===== src/rtl/gesture_area_locator.sv =====
// Per-frame skin-pixel count and bounding box of a masked RGB stream, published at vsync rise.
// Optional centroid outputs enabled by defining GESTURE_CENTROID_EN.
module gesture_area_locator #(
  parameter int MIN_PIXELS = 256,
  parameter int COORD_W    = 11,
  parameter int CNT_W      = 20
) (
  input  logic               clk,
  input  logic               rst_n,
  input  logic               gesture_vsync,
  input  logic               gesture_clken,
  input  logic               gesture_valid,
  input  logic [23:0]        gesture_data,
  output logic               box_valid,
  output logic               area_found,
  output logic [COORD_W-1:0] box_left,
  output logic [COORD_W-1:0] box_right,
  output logic [COORD_W-1:0] box_top,
  output logic [COORD_W-1:0] box_bottom,
  output logic [CNT_W-1:0]   pixel_cnt
`ifdef GESTURE_CENTROID_EN
  ,
  output logic [COORD_W-1:0] centroid_x,
  output logic [COORD_W-1:0] centroid_y
`endif
);

  localparam logic [COORD_W-1:0] C_ONE  = COORD_W'(1);
  localparam logic [CNT_W-1:0]   N_ONE  = CNT_W'(1);
  localparam logic [CNT_W-1:0]   N_MIN  = CNT_W'(MIN_PIXELS);

  logic               r_vsync_d, r_valid_d, r_frame_seen;
  logic [COORD_W-1:0] r_x, r_y;
  logic [CNT_W-1:0]   r_count;
  logic [COORD_W-1:0] r_min_x, r_max_x, r_min_y, r_max_y;

  logic w_pix, w_skin, w_line_end, w_fr, w_found;

  assign w_pix      = gesture_clken & gesture_valid & ~gesture_vsync;
  assign w_skin     = w_pix & (gesture_data != 24'd0);
  assign w_line_end = r_valid_d & ~gesture_valid;
  assign w_fr       = gesture_vsync & ~r_vsync_d;
  assign w_found    = (r_count >= N_MIN);

`ifdef GESTURE_CENTROID_EN
  logic [COORD_W:0] w_sum_x, w_sum_y;
  assign w_sum_x = {1'b0, r_min_x} + {1'b0, r_max_x};
  assign w_sum_y = {1'b0, r_min_y} + {1'b0, r_max_y};
`endif

  // NOTE: all state below uses non-blocking assignments so every register sees pre-edge values.
  always_ff @(posedge clk or negedge rst_n) begin
    if (!rst_n) begin
      r_vsync_d    <= 1'b0;
      r_valid_d    <= 1'b0;
      r_frame_seen <= 1'b0;
      r_x          <= '0;
      r_y          <= '0;
      r_count      <= '0;
      r_min_x      <= '1;
      r_max_x      <= '0;
      r_min_y      <= '1;
      r_max_y      <= '0;
      box_valid    <= 1'b0;
      area_found   <= 1'b0;
      box_left     <= '0;
      box_right    <= '0;
      box_top      <= '0;
      box_bottom   <= '0;
      pixel_cnt    <= '0;
`ifdef GESTURE_CENTROID_EN
      centroid_x   <= '0;
      centroid_y   <= '0;
`endif
    end else begin
      r_vsync_d <= gesture_vsync;
      r_valid_d <= gesture_valid;
      box_valid <= 1'b0;

      if (w_fr) begin
        // Publish the frame just ended, then restart accumulation; the clear wins over a line end.
        if (r_frame_seen) begin
          box_valid  <= 1'b1;
          pixel_cnt  <= r_count;
          area_found <= w_found;
          box_left   <= w_found ? r_min_x : '0;
          box_right  <= w_found ? r_max_x : '0;
          box_top    <= w_found ? r_min_y : '0;
          box_bottom <= w_found ? r_max_y : '0;
`ifdef GESTURE_CENTROID_EN
          centroid_x <= w_found ? w_sum_x[COORD_W:1] : '0;
          centroid_y <= w_found ? w_sum_y[COORD_W:1] : '0;
`endif
        end
        r_frame_seen <= 1'b1;
        r_x          <= '0;
        r_y          <= '0;
        r_count      <= '0;
        r_min_x      <= '1;
        r_max_x      <= '0;
        r_min_y      <= '1;
        r_max_y      <= '0;
      end else begin
        if (w_skin) begin
          if (r_count != '1) r_count <= r_count + N_ONE;
          if (r_x < r_min_x) r_min_x <= r_x;
          if (r_x > r_max_x) r_max_x <= r_x;
          if (r_y < r_min_y) r_min_y <= r_y;
          if (r_y > r_max_y) r_max_y <= r_y;
        end
        if (w_line_end) begin
          r_x <= '0;
          if (r_y != '1) r_y <= r_y + C_ONE;
        end else if (w_pix && r_x != '1) begin
          r_x <= r_x + C_ONE;
        end
      end
    end
  end

endmodule

===== config.mk =====
export PLATFORM = sky130hd
export DESIGN_NAME = gesture_area_locator
export DESIGN_NICKNAME = d
export VERILOG_FILES = /design/src/rtl/gesture_area_locator.sv
export SDC_FILE = /design/constraint.sdc
export NUM_CORES = 1
export LEC_CHECK = 0
export CAP_MARGIN = 40
export CORE_AREA = 8 8 142 144
export CTS_CLUSTER_DIAMETER = 120
export CTS_CLUSTER_SIZE = 24
export DETAILED_ROUTE_END_ITERATION = 8
export DIE_AREA = 0 0 150 152
export GPL_TIMING_DRIVEN = 0
export PLACE_DENSITY_LB_ADDON = 0.2
export SYNTH_ARGS = -nofsm -noshare
export SYNTH_HDL_FRONTEND = slang
export SYNTH_SLANG_ARGS = --single-unit

===== constraint.sdc =====
create_clock -name clk -period 2.9 [get_ports clk]
set_input_delay 0.58 -clock clk [delete_from_list [all_inputs] [get_ports clk]]
set_output_delay 0.58 -clock clk [all_outputs]
set_load 0.02 [all_outputs]

==> run_1/metal_stack.png <==
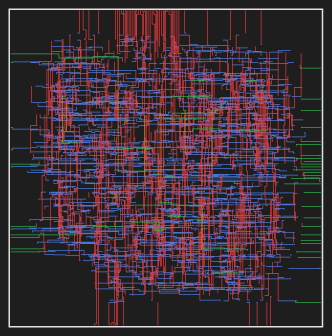
met2 -> red  # wire length 9790 um
met3 -> green  # wire length 906 um
met1 -> blue  # wire length 9530 um
met4 -> orange  # wire length 242 um

==> run_1/clock_map.png <==
Bar = 50 um.
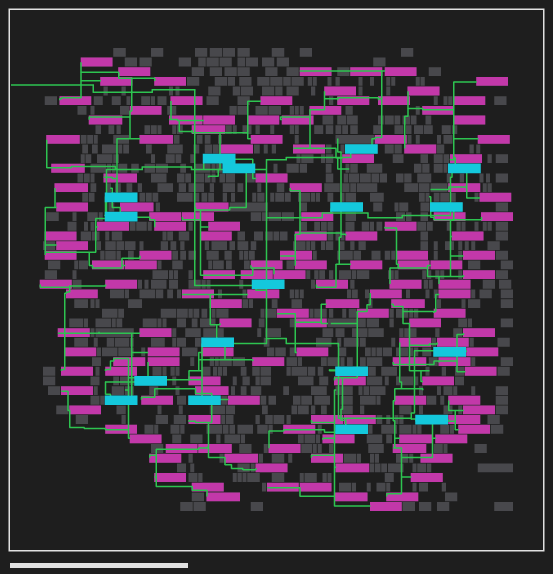
cells driving clock nets -> cyan  # count 17
clock wires -> green  # length 2090 um
flip-flops -> magenta  # count 155
routed clock nets = 18
clock power share: 45.3%
worst skew pair latency: 0.43 ns

==> run notes, run 1 <==
fresh numbers from the pnr run: post-CTS setup buffers=0, # Max-Cap Violations=0, Clock Pin Slew Worst Setup and Hold Paths=roughly 0.060 ns, Fin Setup TNS=0 ns, Internal=~4.0 mW, Clock net power=2.36 mW, run status=complete, no violations, met3 WL=approximately 900 um, CTS tree=done, ys async rst share=100%, Post-CTS Hold Fix Bufs=0, Floorplan Nets=896, Final setup viols=0, worst hold path class=in -> async, WL met2=between 9000 and 10000 um, Clock Sink Count=between 150 and 200, Final Cycle Share=just over 90%, MUX share of area=4.71%, slew margin rel.=44.5%, number of max-slew violations in the final report=0, post-route ant nets=0, Synth Area in Adders=~7.3%, Vias per Instance=about 5.4, Mapped Area=around 0.008 sq mm, largest registers=pixel_cnt: 20 flops, r_count: 20 flops, Pwr per Cell Area=533 mW/mm^2, footprint of the multi-input gates=between 0.003 and 0.004 sq mm, initial antenna violation count=1, worst-margin pin slew=just over 0.8 ns, post-placement setup slack=-0.207 ns, first-pass iteration count of the detailed router=5, most frequent cell after synthesis=nand2_1, total grt overflow=0, yosys xor share=1.55%, wire length on met1=9530 um, fp_density=between 40 and 50%, yosys synthesis chip area=a little under 0.008 sq mm, hpwl dp=between 10000 and 15000 um, Power Total=around 5.2 mW, maximum buffer depth of the clock tree=2, Fmax=approximately 370 MHz, Final Instance Count excl. Fillers=around 1200, startpoint class of the critical path=input pin, port bufs=roughly 94, post-synth top area cell=dfrtp_1, Sw Ratio=24.2%, yosys aoi share=13.3%, top cells by area=dfrtp_1 (42%), dfstp_2 (7.3%), ha_1 (7.3%), flip-flops with a built-in enable=0, Cells after Synth=821, Tool Warnings=30, Commonest Layout Cell=nand2_1, DIE HEIGHT=152 um, Sw Pwr=1.26 mW, Routability Congestion=approximately 0.84, NumNets Final=a little over 1000, Final Skew=between 0.007 and 0.008 ns, 1st-iter DRT viols=348, most numerous logic cells after layout=nand2_1 (145), dfrtp_1 (133), clkdlybuf4s50_1 (93), inv_1 (57), nor2_1 (49), wire per inst=around 17 um, Min Hold Slack=0.00413 ns, largest net degree at the start of global routing=122, clock root buffer=clkbuf_16, drt drc=0, Max power group=clock, Flop area=~0.004 sq mm, synth-to-layout area growth=23.8%, vias in the first global route=6394, simple share=18.7%, first-pass GRT wire length=about 34000 um, CP peak stage delay=a little under 0.6 ns, Synth Area per Inst=between 9 and 10 sq um, H-tree levels=4, cts repair resizes=0, row count=49, Comb. pwr=0.505 mW, critical path class=in -> reg, yosys warns=0, Req. time, crit path=between 3 and 4 ns, worst-path maximum fanout=10, CP endpoint kind=flip-flop, top post-synthesis cells by count=nand2_1 (145), dfrtp_1 (133), inv_1 (57), Die Wd=about 150 um, Top cell area share=a little over two fifths, Final min period=~2.7 ns, post-route setup slack=0.229 ns, Seq share, synth=between 40% and 50%, Area after DPL=0.00915 sq mm, Layout fillers=between 1500 and 2000, leakage power total=between 4 and 5 nW, met3 Usage GRT=under 10%, Post-synth top flop=dfrtp_1, cts bufs inserted=17, dpl cells=roughly 1100, Synth flops=about 160, cells in synth_stat.txt=821, highest routed layer=met4, final hold vios=0, core area=between 0.015 and 0.02 sq mm, Top delay family on crit path=simple AND/OR/NAND/NOR gates, Top logic family=simple AND/OR/NAND/NOR gates, final wirelength=slightly above 20000 um, worst vdd ir=476 uV, vias=around 6400, die area=roughly 0.023 sq mm, GRT Total Usage=18.4%, WP data arrival=2.98 ns, library cells used by synthesis=53, RSZ-0062 raised after global routing=no, Top Ports=between 90 and 100, combinational share of power=9.7%, Flop pwr share=about 45%, layout cells sized above 1=7.81%, CP cell instances=clkdlybuf4s50_1, nor4_1, nand2_1, o21ai_0, nor3_1, buf_2, mux2_2, Final Cell Area=between 0.009 and 0.01 sq mm, worst path buffer plus inverter count=2, sequential power=~2.4 mW, slowest CP cell=o21ai_0
==> run_1/final_congestion.png <==
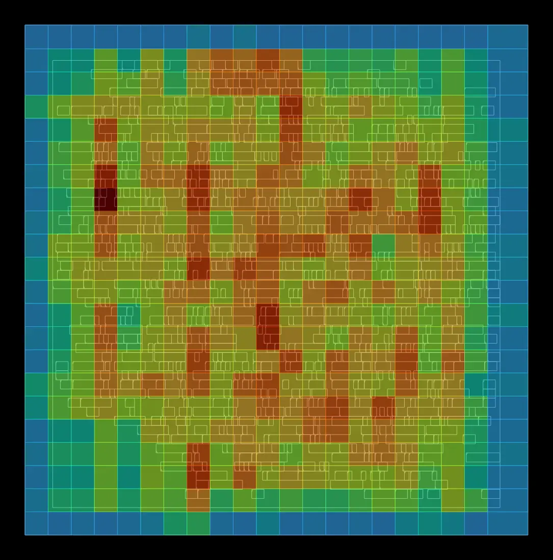
met2 Usage GRT: 29.3%
busiest grt layer: met2
fin util: 54.9%
grt met1 use: 24.4%

[run 1: final cells by class]
cell class,count,area share (%)
inverter,57,2.19
antenna,1,0.0256
clock buffer,25,4.87
buffer,41,1.79
sequential,155,40.0
clock inverter,7,1.43
multi-input combinational,568,36.8
timing repair buffer,95,9.97
tap,229,2.93
[run 1: path summary, 6_finish.rpt]
kind                                endpoint  cells after the start             from  slack [ns]
worst max register to register    r_min_y[4]                      8       r_min_y[9]        0.44
worst min register to register  r_frame_seen                      1     r_frame_seen        0.47
worst min-delay path             box_left[6]                      1            rst_n       0.004
max in group asynchronous         r_max_y[6]                      2            rst_n        2.02
min in group clk                r_frame_seen                      1     r_frame_seen        0.47
worst max-delay path              r_max_y[3]                      7  gesture_data[4]        0.23
==> run_1/met3.png <==
Bar = 50 um. Cells faint in the background.
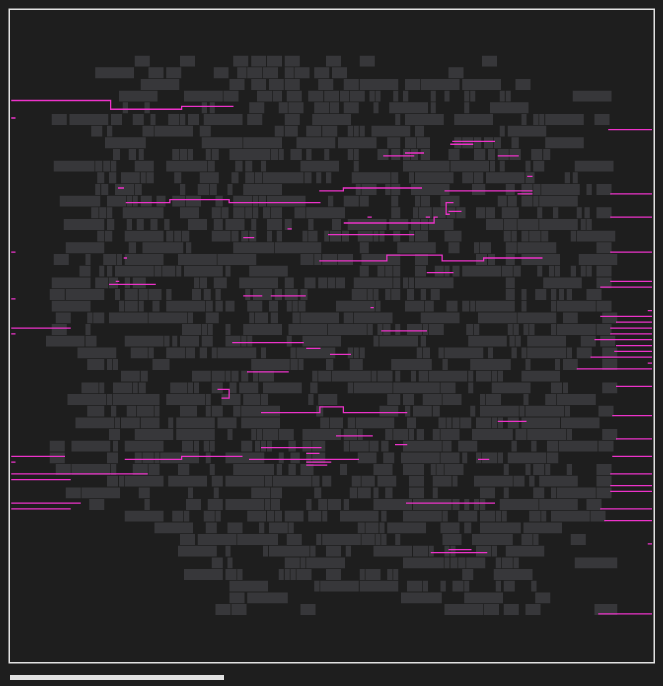

==> run 2: changes to the inputs <==
==> constraint.sdc (replaced) <==
create_clock -name clk -period 2.7 [get_ports clk]
set_input_delay 0.54 -clock clk [delete_from_list [all_inputs] [get_ports clk]]
set_output_delay 0.54 -clock clk [all_outputs]
set_load 0.02 [all_outputs]
==> run_2/met3.png <==
Bar = 50 um. Cells faint in the background.
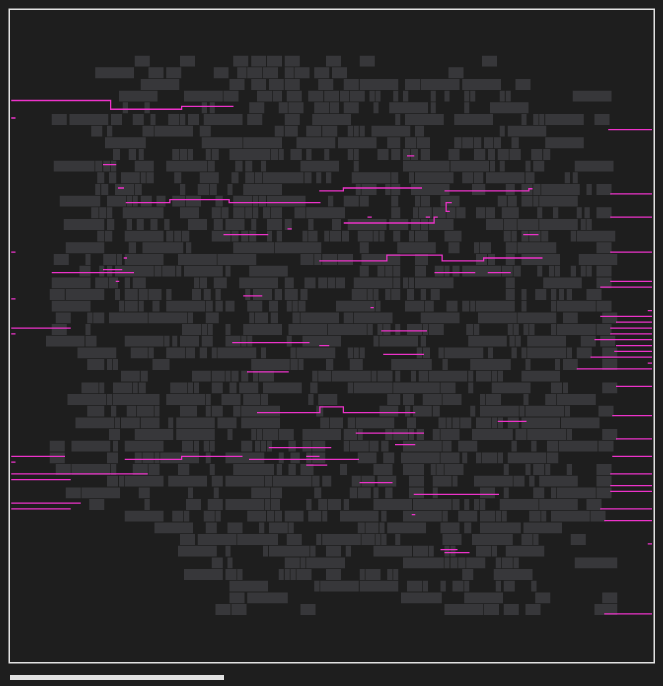
nets with wire on the layer = 65
wire length on this layer = 877 um
share of all routed wire = 4.3%
main direction = horizontal
longest straight run = 31.5 um

==> run notes, run 2 <==
fresh numbers from the pnr run: CP endpoint kind=flip-flop, Synth Area per Inst=9.61 sq um (unchanged), Area after DPL=0.00915 sq mm (unchanged), grt met1 use=24.4% (about the same), slew margin rel.=44.6% (+0.063 points), vias in the first global route=6402 (+0.13%), worst-margin pin slew=0.821 ns (-0.000935 ns), Mapped Area=0.00789 sq mm (unchanged), Final setup viols=0 (unchanged), most frequent cell after synthesis=nand2_1, critical path class=in -> reg, Synth Area in Adders=7.30% (unchanged), top cells by area=dfrtp_1 (42%), dfstp_2 (7.3%), ha_1 (7.3%), Levels on crit path=6 (-1), Seq share, synth=49.5% (unchanged), run status=complete, no violations, post-route ant nets=0 (unchanged), Sw Ratio=24.1% (-0.039 points), Tool Warnings=30 (unchanged), worst hold path class=reg -> reg, cells in synth_stat.txt=821 (unchanged), Synth flops=155 (unchanged), post-placement setup slack=-0.367 ns (-0.160 ns), ys async rst share=100% (unchanged), busiest grt layer=met2, core area=0.0178 sq mm (unchanged), number of max-slew violations in the final report=0 (unchanged), total grt overflow=0 (unchanged), Top delay family on crit path=buffers and inverters, vias=6356 (unchanged), Top logic family=simple AND/OR/NAND/NOR gates, Final Cell Area=0.00978 sq mm (+0.10%), yosys synthesis chip area=0.00789 sq mm (unchanged), Fin Setup TNS=0 ns (unchanged), r2r worst-path depth=8 (unchanged), hold path start=pixel_cnt[16], Vias per Instance=5.39 (about the same), critical path startpoint=gesture_valid, Req. time, crit path=3.04 ns (-0.17 ns), cts bufs inserted=17 (unchanged), Clock Sink Count=155 (unchanged), clock power share=45.3% (about the same), largest registers=pixel_cnt: 20 flops, r_count: 20 flops, wire length on met1=9540 um (+0.18%), die area=0.0228 sq mm (unchanged), first-pass GRT wire length=33800 um (about the same), combinational share of power=9.7% (about the same), highest routed layer=met4, library cells used by synthesis=53 (unchanged), Flop pwr share=45.0% (about the same), post-route setup slack=0.197 ns (-0.0324 ns), end of the critical path=r_max_x[0], fin util=55.0% (+0.056 points), met2 Usage GRT=29.3% (+0.043 points), leakage power total=4.41 nW (about the same), GRT Total Usage=18.4% (about the same), Worst Hold Depth=2, dpl cells=1145 (unchanged), Final Instance Count excl. Fillers=1179 (+0.085%), Commonest Layout Cell=nand2_1, first-pass iteration count of the detailed router=4 (-1), top post-synthesis cells by count=nand2_1 (145), dfrtp_1 (133), inv_1 (57), CTS tree=done, RR Endpoint=r_min_y[3], final hold vios=0 (unchanged), worst vdd ir=509 uV (+7.1%), H-tree levels=4 (unchanged), Fmax=399 MHz, Final min period=roughly 2.5 ns, register-to-register setup slack=0.24 ns (-0.20 ns), MUX share of area=4.71% (unchanged), maximum buffer depth of the clock tree=2 (unchanged), Internal=4.24 mW (+7.4%), CP cell instances=clkdlybuf4s50_1, nand3b_1, a31oi_1, o311a_1, buf_2, mux2i_1, Top Ports=95 (unchanged), RSZ-0062 raised after global routing=no, startpoint class of the critical path=input pin, flip-flops with a built-in enable=0 (unchanged), Sw Pwr=1.35 mW (+7.2%), FF-to-FF Start=r_min_y[9], wire per inst=17.4 um (about the same), post-synth top area cell=dfrtp_1, Final Skew=0.00691 ns (-0.000173 ns), Power Total=5.59 mW (+7.4%), WP data arrival=2.85 ns (-0.13 ns), fp_density=44.4% (unchanged), DIE HEIGHT=152 um (unchanged), final wirelength=20500 um (about the same), CP peak stage delay=0.58 ns (about the same), # Max-Cap Violations=0 (unchanged), Final Cycle Share=between 90% and 100%, worst hold path endpoint=pixel_cnt[16], most numerous logic cells after layout=nand2_1 (145), dfrtp_1 (133), clkdlybuf4s50_1 (93), inv_1 (57), nor2_1 (49), NumNets Final=1011 (+0.099%), met3 Usage GRT=4.66% (-0.030 points), initial antenna violation count=1 (unchanged), yosys warns=0 (unchanged), slowest CP cell=clkdlybuf4s50_1, simple share=18.7% (unchanged), Clock Pin Slew Worst Setup and Hold Paths=0.06 ns (about the same), worst-path maximum fanout=10 (unchanged), worst skew pair latency=0.43 ns (about the same), post-CTS setup buffers=0 (unchanged), yosys xor share=1.55% (unchanged), drt drc=0 (unchanged), met3 WL=876 um (-3.3%), Routability Congestion=0.840 (unchanged), yosys aoi share=13.3% (unchanged), Top cell area share=42.2% (unchanged), Die Wd=150 um (unchanged), layout cells sized above 1=7.80% (-0.0082 points), Pwr per Cell Area=572 mW/mm^2 (+7.3%), Floorplan Nets=896 (unchanged), Post-synth top flop=dfrtp_1, port bufs=94 (unchanged), Min Hold Slack=0.471 ns (+0.467 ns), largest net degree at the start of global routing=122 (unchanged), WL met2=9810 um (+0.18%), synth-to-layout area growth=23.9%, row count=49 (unchanged), Cells after Synth=821 (unchanged), 1st-iter DRT viols=376 (+8.0%), worst path buffer plus inverter count=2 (unchanged)
[run 2: cell counts after synthesis]
Identical to the previous run, type by type.
[run 2: cell type report]
type	instances	area, sq um
fillers	1592	8000
flip-flops and latches	155	3910
multi-input cells	568	3590
repair buffers	96	983
clock buffers	25	475
well taps	229	287
inverters	57	214
plain buffers	41	175
clock inverters	7	140
diodes	1	2.50
[run 2: timing repair]
action                                 CTS  global route
endpoints found under the hold margin   34             0
gates resized                            0             1
setup endpoints to repair                0             8
hold buffers                             1             0
[run 2: power groups by stage]
stage          logic, mW  registers, mW  clock network, mW
3_3_place_gp       0.527           2.56                  0
5_1_grt            0.618           2.53               2.68
4_1_cts            0.548           2.52               2.58
2_1_floorplan      0.306           2.55                  0
3_5_place_dp       0.543           2.56                  0
6_report           0.542           2.52               2.53
No activity file was given, so power comes from the tool's default toggle rates.
